==> images/gate_families.png <==
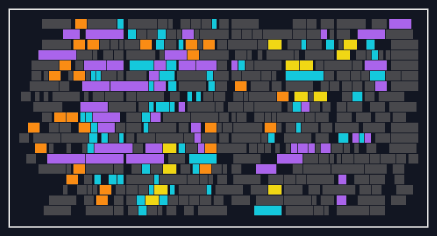
==> images/cell_classes.png <==
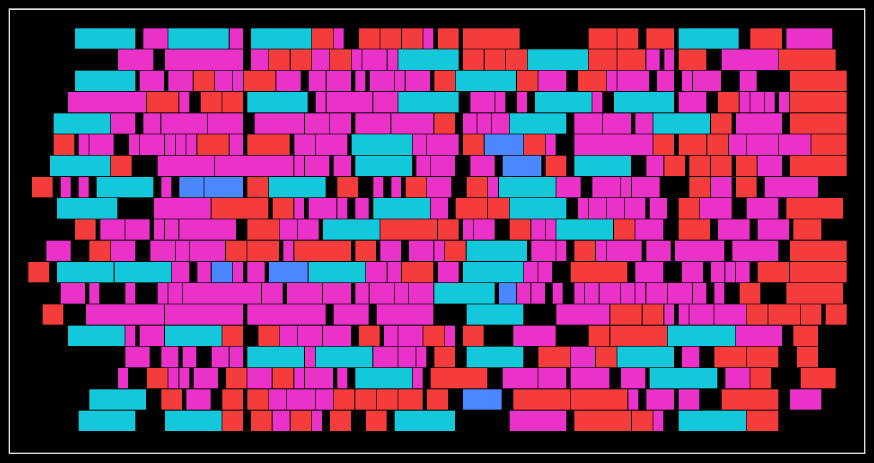
==> images/clock_map.png <==
Scale bar: 20 um.
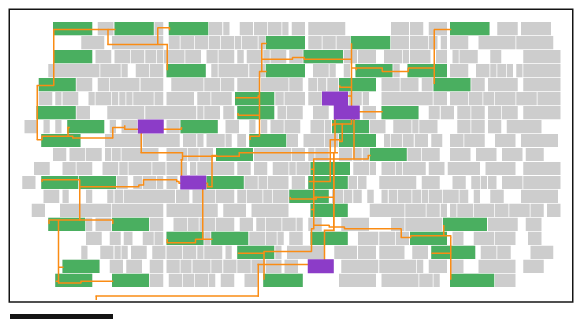
==> images/final_clocks.png <==
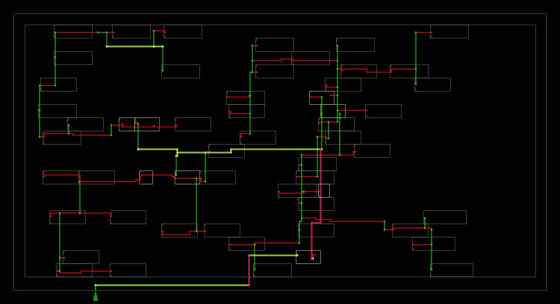
==> images/registers.png <==
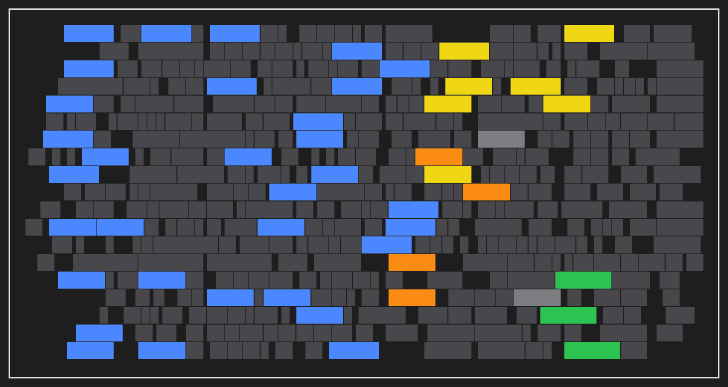
--- src/rtl/riscv_ctrl_pkg.sv ---
// Shared RISC-V control definitions: opcodes, FSM states, ALU operand/op codes.
// Latency: n/a (types and constants only).
// Backpressure: n/a.
package riscv_ctrl_pkg;

   // Base-ISA major opcodes (IR[6:0]) supported by the multi-cycle core
   localparam logic [6:0] R_TYPE = 7'b0110011;
   localparam logic [6:0] I_TYPE = 7'b0010011;
   localparam logic [6:0] LOAD   = 7'b0000011;
   localparam logic [6:0] STORE  = 7'b0100011;
   localparam logic [6:0] BRANCH = 7'b1100011;

   // Controller states; values are visible on the debug state port
   typedef enum logic [2:0] {
      FETCH  = 3'd0,
      DECODE = 3'd1,
      EXEC   = 3'd2,
      MEM    = 3'd3,
      WB     = 3'd4,
      TRAP   = 3'd5
   } state_t;

   // alu_op codes
   localparam logic [1:0] ALU_OP_ADD    = 2'b00;
   localparam logic [1:0] ALU_OP_BRANCH = 2'b01;
   localparam logic [1:0] ALU_OP_RTYPE  = 2'b10;
   localparam logic [1:0] ALU_OP_ITYPE  = 2'b11;

   // alu_src_b codes (2'b11 is reserved)
   localparam logic [1:0] SRC_B_RS2  = 2'b00;
   localparam logic [1:0] SRC_B_FOUR = 2'b01;
   localparam logic [1:0] SRC_B_IMM  = 2'b10;

   // Datapath control bundle driven by the controller each cycle
   typedef struct packed {
      logic       pc_write;
      logic       pc_src;
      logic       ir_write;
      logic       i_or_d;
      logic       mem_read;
      logic       mem_write;
      logic       alu_src_a;
      logic [1:0] alu_src_b;
      logic [1:0] alu_op;
      logic       reg_write;
      logic       mem_to_reg;
      logic       retire;
   } ctrl_t;

   // True for opcodes the core implements; anything else traps
   function automatic logic is_legal_opcode(input logic [6:0] op);
      return (op == R_TYPE) || (op == I_TYPE) || (op == LOAD) ||
             (op == STORE)  || (op == BRANCH);
   endfunction

endpackage

--- src/rtl/mem_wait_timer.sv ---
// Counts memory wait cycles and flags when the wait reaches MEM_TIMEOUT.
// Latency: expired reflects the registered count (no input-to-output path).
// Backpressure: none; clear wins over count-enable, count saturates at all-ones.
module mem_wait_timer #(
   parameter int MEM_TIMEOUT = 15,
   parameter int TO_W        = 4
) (
   input  logic clk,
   input  logic rst_n,
   input  logic clear,
   input  logic cnt_en,
   output logic expired
);

   localparam logic [TO_W-1:0] LIMIT = TO_W'(MEM_TIMEOUT);

   logic [TO_W-1:0] cnt_q;

   // Wait counter: cleared on reset or state entry, saturating increment otherwise
   always_ff @(posedge clk) begin
      if (!rst_n || clear) begin
         cnt_q <= '0;
      end else if (cnt_en && (cnt_q != {TO_W{1'b1}})) begin
         cnt_q <= cnt_q + TO_W'(1);
      end
   end

   // A zero limit disables the timeout entirely (wait forever)
   assign expired = (MEM_TIMEOUT != 0) && (cnt_q == LIMIT);

endmodule

--- src/rtl/multicycle_control_fsm.sv ---
// Multi-cycle RISC-V controller: FETCH/DECODE/EXEC/MEM/WB sequencing, traps, retire count.
// Latency: R/I 4, BRANCH 3, STORE 4, LOAD 5 cycles plus one per memory wait cycle.
// Backpressure: stalls in FETCH/MEM until mem_ready; traps after MEM_TIMEOUT idle cycles.
module multicycle_control_fsm
   import riscv_ctrl_pkg::*;
#(
   parameter int MEM_TIMEOUT = 15,
   parameter int TO_W        = 4,
   parameter int CNT_W       = 32
) (
   input  logic             clk,
   input  logic             rst_n,
   input  logic [6:0]       opcode,
   input  logic             zero,
   input  logic             mem_ready,
   output logic             pc_write,
   output logic             pc_src,
   output logic             ir_write,
   output logic             i_or_d,
   output logic             mem_read,
   output logic             mem_write,
   output logic             alu_src_a,
   output logic [1:0]       alu_src_b,
   output logic [1:0]       alu_op,
   output logic             reg_write,
   output logic             mem_to_reg,
   output logic             retire,
   output logic [CNT_W-1:0] instret,
   output logic [2:0]       state,
   output logic             illegal_instr,
   output logic             timeout_err
);

   state_t           state_q;
   state_t           state_d;
   logic [6:0]       opcode_q;
   logic             illegal_q;
   logic             timeout_q;
   logic [CNT_W-1:0] instret_q;
   ctrl_t            ctrl;
   ctrl_t            ctrl_out;
   logic             set_illegal;
   logic             set_timeout;
   logic             tmr_clear;
   logic             tmr_cnt_en;
   logic             tmr_expired;

   // Next-state and control decode from current state, latched opcode and handshakes
   always_comb begin
      ctrl        = '0;
      state_d     = state_q;
      set_illegal = 1'b0;
      set_timeout = 1'b0;
      case (state_q)
         FETCH: begin
            ctrl.mem_read  = 1'b1;
            ctrl.alu_src_b = SRC_B_FOUR;
            ctrl.alu_op    = ALU_OP_ADD;
            if (mem_ready) begin
               ctrl.ir_write = 1'b1;
               ctrl.pc_write = 1'b1;
               state_d       = DECODE;
            end else if (tmr_expired) begin
               set_timeout = 1'b1;
               state_d     = TRAP;
            end
         end
         DECODE: begin
            if (is_legal_opcode(opcode)) begin
               state_d = EXEC;
            end else begin
               set_illegal = 1'b1;
               state_d     = TRAP;
            end
         end
         EXEC: begin
            ctrl.alu_src_a = 1'b1;
            case (opcode_q)
               R_TYPE: begin
                  ctrl.alu_src_b = SRC_B_RS2;
                  ctrl.alu_op    = ALU_OP_RTYPE;
                  state_d        = WB;
               end
               I_TYPE: begin
                  ctrl.alu_src_b = SRC_B_IMM;
                  ctrl.alu_op    = ALU_OP_ITYPE;
                  state_d        = WB;
               end
               LOAD, STORE: begin
                  ctrl.alu_src_b = SRC_B_IMM;
                  ctrl.alu_op    = ALU_OP_ADD;
                  state_d        = MEM;
               end
               BRANCH: begin
                  ctrl.alu_src_b = SRC_B_RS2;
                  ctrl.alu_op    = ALU_OP_BRANCH;
                  ctrl.pc_src    = 1'b1;
                  ctrl.pc_write  = zero;
                  ctrl.retire    = 1'b1;
                  state_d        = FETCH;
               end
               default: begin
                  // Unreachable: DECODE only admits legal opcodes
                  ctrl.alu_src_a = 1'b0;
                  state_d        = FETCH;
               end
            endcase
         end
         MEM: begin
            ctrl.i_or_d = 1'b1;
            if (opcode_q == LOAD) begin
               ctrl.mem_read = 1'b1;
            end else begin
               ctrl.mem_write = 1'b1;
            end
            if (mem_ready) begin
               if (opcode_q == LOAD) begin
                  state_d = WB;
               end else begin
                  ctrl.retire = 1'b1;
                  state_d     = FETCH;
               end
            end else if (tmr_expired) begin
               set_timeout = 1'b1;
               state_d     = TRAP;
            end
         end
         WB: begin
            ctrl.reg_write  = 1'b1;
            ctrl.retire     = 1'b1;
            ctrl.mem_to_reg = (opcode_q == LOAD);
            state_d         = FETCH;
         end
         TRAP: begin
            state_d = TRAP;
         end
         default: begin
            state_d = FETCH;
         end
      endcase
   end

   // Restart the wait count on each entry to a memory-wait state
   assign tmr_clear  = (state_d != state_q) && ((state_d == FETCH) || (state_d == MEM));
   assign tmr_cnt_en = ((state_q == FETCH) || (state_q == MEM)) && !mem_ready;

   mem_wait_timer #(
      .MEM_TIMEOUT (MEM_TIMEOUT),
      .TO_W        (TO_W)
   ) u_mem_wait_timer (
      .clk     (clk),
      .rst_n   (rst_n),
      .clear   (tmr_clear),
      .cnt_en  (tmr_cnt_en),
      .expired (tmr_expired)
   );

   // State register and opcode latch; opcode is captured while in DECODE
   always_ff @(posedge clk) begin
      if (!rst_n) begin
         state_q  <= FETCH;
         opcode_q <= '0;
      end else begin
         state_q <= state_d;
         if (state_q == DECODE) begin
            opcode_q <= opcode;
         end
      end
   end

   // Sticky error flags, cleared only by reset
   always_ff @(posedge clk) begin
      if (!rst_n) begin
         illegal_q <= 1'b0;
         timeout_q <= 1'b0;
      end else begin
         if (set_illegal) illegal_q <= 1'b1;
         if (set_timeout) timeout_q <= 1'b1;
      end
   end

   // Retired-instruction counter, wraps naturally at CNT_W bits
   always_ff @(posedge clk) begin
      if (!rst_n) begin
         instret_q <= '0;
      end else if (ctrl.retire) begin
         instret_q <= instret_q + CNT_W'(1);
      end
   end

   // Hold every datapath enable low while reset is asserted
   always_comb begin
      ctrl_out = ctrl;
      if (!rst_n) ctrl_out = '0;
   end

   assign pc_write      = ctrl_out.pc_write;
   assign pc_src        = ctrl_out.pc_src;
   assign ir_write      = ctrl_out.ir_write;
   assign i_or_d        = ctrl_out.i_or_d;
   assign mem_read      = ctrl_out.mem_read;
   assign mem_write     = ctrl_out.mem_write;
   assign alu_src_a     = ctrl_out.alu_src_a;
   assign alu_src_b     = ctrl_out.alu_src_b;
   assign alu_op        = ctrl_out.alu_op;
   assign reg_write     = ctrl_out.reg_write;
   assign mem_to_reg    = ctrl_out.mem_to_reg;
   assign retire        = ctrl_out.retire;
   assign instret       = instret_q;
   assign state         = state_q;
   assign illegal_instr = illegal_q;
   assign timeout_err   = timeout_q;

endmodule

--- config.mk ---
export PLATFORM = sky130hd
export DESIGN_NAME = multicycle_control_fsm
export DESIGN_NICKNAME = d
export VERILOG_FILES = /design/src/rtl/riscv_ctrl_pkg.sv /design/src/rtl/mem_wait_timer.sv /design/src/rtl/multicycle_control_fsm.sv
export SDC_FILE = /design/constraint.sdc
export NUM_CORES = 1
export LEC_CHECK = 0
export CORE_ASPECT_RATIO = 0.5
export CORE_MARGIN = 2
export CORE_UTILIZATION = 47
export CTS_BUF_LIST = sky130_fd_sc_hd__clkbuf_8
export DETAILED_ROUTE_END_ITERATION = 8
export PLACE_DENSITY = 0.79
export SYNTH_ARGS = -nofsm -noshare
export SYNTH_HDL_FRONTEND = slang
export SYNTH_SLANG_ARGS = --single-unit
--- constraint.sdc ---
create_clock -name clk -period 2 [get_ports clk]
set_input_delay 0.5 -clock clk [delete_from_list [all_inputs] [get_ports clk]]
set_output_delay 0.5 -clock clk [all_outputs]
set_load 0.05 [all_outputs]
==> ci_impl_report.md <==
### Metrics collected by this job

| Metric | Value |
|---|---|
| Run status | `complete, but fails checks` |
| Violated checks | `negative setup slack` |
| # Taps | `about 73` |
| Nature of the critical path endpoint | `primary output` |
| Clock transition time at the flip-flop clock pins of the worst setup and hold paths | `approximately 0.090 ns` |
| Buffers on Ports | `61` |
| Warning count from the yosys run | `0` |
| Length of the first detailed-routing pass in iterations | `4` |
| Startpoint of the lowest-slack hold path | `instret[28]` |
| Post-route worst setup slack | `-0.293 ns` |
| Finished layout cell area | `between 4000 and 5000 sq um` |
| Global-route wire length before repair | `14000 um` |
| Total Wirelength | `between 9000 and 10000 um` |
| Most area-consuming cells after synthesis | `dfxtp_1 (37%), xnor2_1 (8.1%), nor2_1 (6.2%)` |
| Clock buffer and inverter area fraction after layout | `about 2.0%` |
| Average routed wire per standard cell | `18.3 um` |
| Sink of the worst hold path | `instret[28]` |
| Levels on crit path | `5` |
| Dominant Register Cell | `dfxtp_1` |
| Core Rows | `19` |
| Global-route met1 utilization | `around 36%` |
| Tally of clock buffers in the finished layout | `5` |
| Critical register-to-register path endpoint | `instret[31]` |
| Post-layout total power | `roughly 2.0 mW` |
| Max-slew headroom | `about three fifths` |
| Placed instance area | `between 3000 and 4000 sq um` |
| Dominant logic cell types in the final layout | `buf_4 (83), nor2_1 (38), dfxtp_1 (27)` |
| Hold slack | `0.517 ns` |
| Logic share of the area | `43.4%` |
| Via-per-instance ratio | `5.80` |
| Post-synthesis net count | `roughly 320` |
| Antenna-violating nets left | `0` |
| Static leakage | `approximately 1.7 nW` |
| Top-level I/O count | `~62` |
| Met3 Track Usage GR | `between 4 and 5%` |
| Combinational cell power | `about 0.43 mW` |
| Sequential element share of the synthesized area | `between 30 and 40%` |
| Number of failing setup endpoints in the final timing report | `33` |
| Switching share of total power | `between 20% and 30%` |
| Routability cong. | `slightly above 0.9` |
## Picture notes: gate_families.png
| family | colour | cells | most used |
|---|---|---|---|
| multiplexers | yellow | 12 | mux2i_1 |
| XOR/XNOR gates | orange | 25 | xnor2_1 |
| inverting AOI/OAI gates | purple | 44 | a2111oi_4 |
| NAND gates | cyan | 57 | nand2_1 |

## Picture notes: cell_classes.png
| class | colour | cells |
|---|---|---|
| clock drivers and dummy loads | blue | 8 |
| flops | cyan | 48 |
| other buffers and delay cells | red | 132 |
| all other logic | magenta | 242 |

## Picture notes: clock_map.png
[clock wires] orange | length: 586 um
[flip-flops] green | count: 48
[cells driving clock nets] purple | count: 5
flops lie: widely spread

## Picture notes: final_clocks.png
clock latency on the worst-skew pair: 0.31 ns
flip-flops: 48
power consumed by the clock network: 0.606 mW

## Picture notes: registers.png
| netlist name | colour | flops |
|---|---|---|
| state | green | 3 |
| opcode_q | yellow | 7 |
| u_mem_wait_timer.cnt_q | orange | 4 |
| instret | blue | 32 |
not coloured: 2

[cell families (layout without fill, tap and decap cells)]
kind of cell / after synthesis / after routing / share of synthesized area, %
compound gates: 54 / 54 / 16.6
xor+xnor: 25 / 25 / 8.39
fa+ha+maj: 2 / 2 / 0.959
buf+inv: 28 / 149 / 4.51
flops: 48 / 48 / 36.8
mux: 12 / 12 / 4.60
simple gates: 140 / 140 / 28.1
[worst max-delay path by stage]
stage,start,end,slack [ns]
4_1_cts,state[2],retire,-0.33
3_3_place_gp,mem_ready,instret[19],-0.37
6_report,state[1],retire,-0.29
5_1_grt,opcode_q[2],alu_op[1],-0.35
3_5_place_dp,mem_ready,u_mem_wait_timer.cnt_q[2],-0.54
2_1_floorplan,state[1],alu_op[1],-0.23
No activity file was given, so power comes from the tool's default toggle rates.
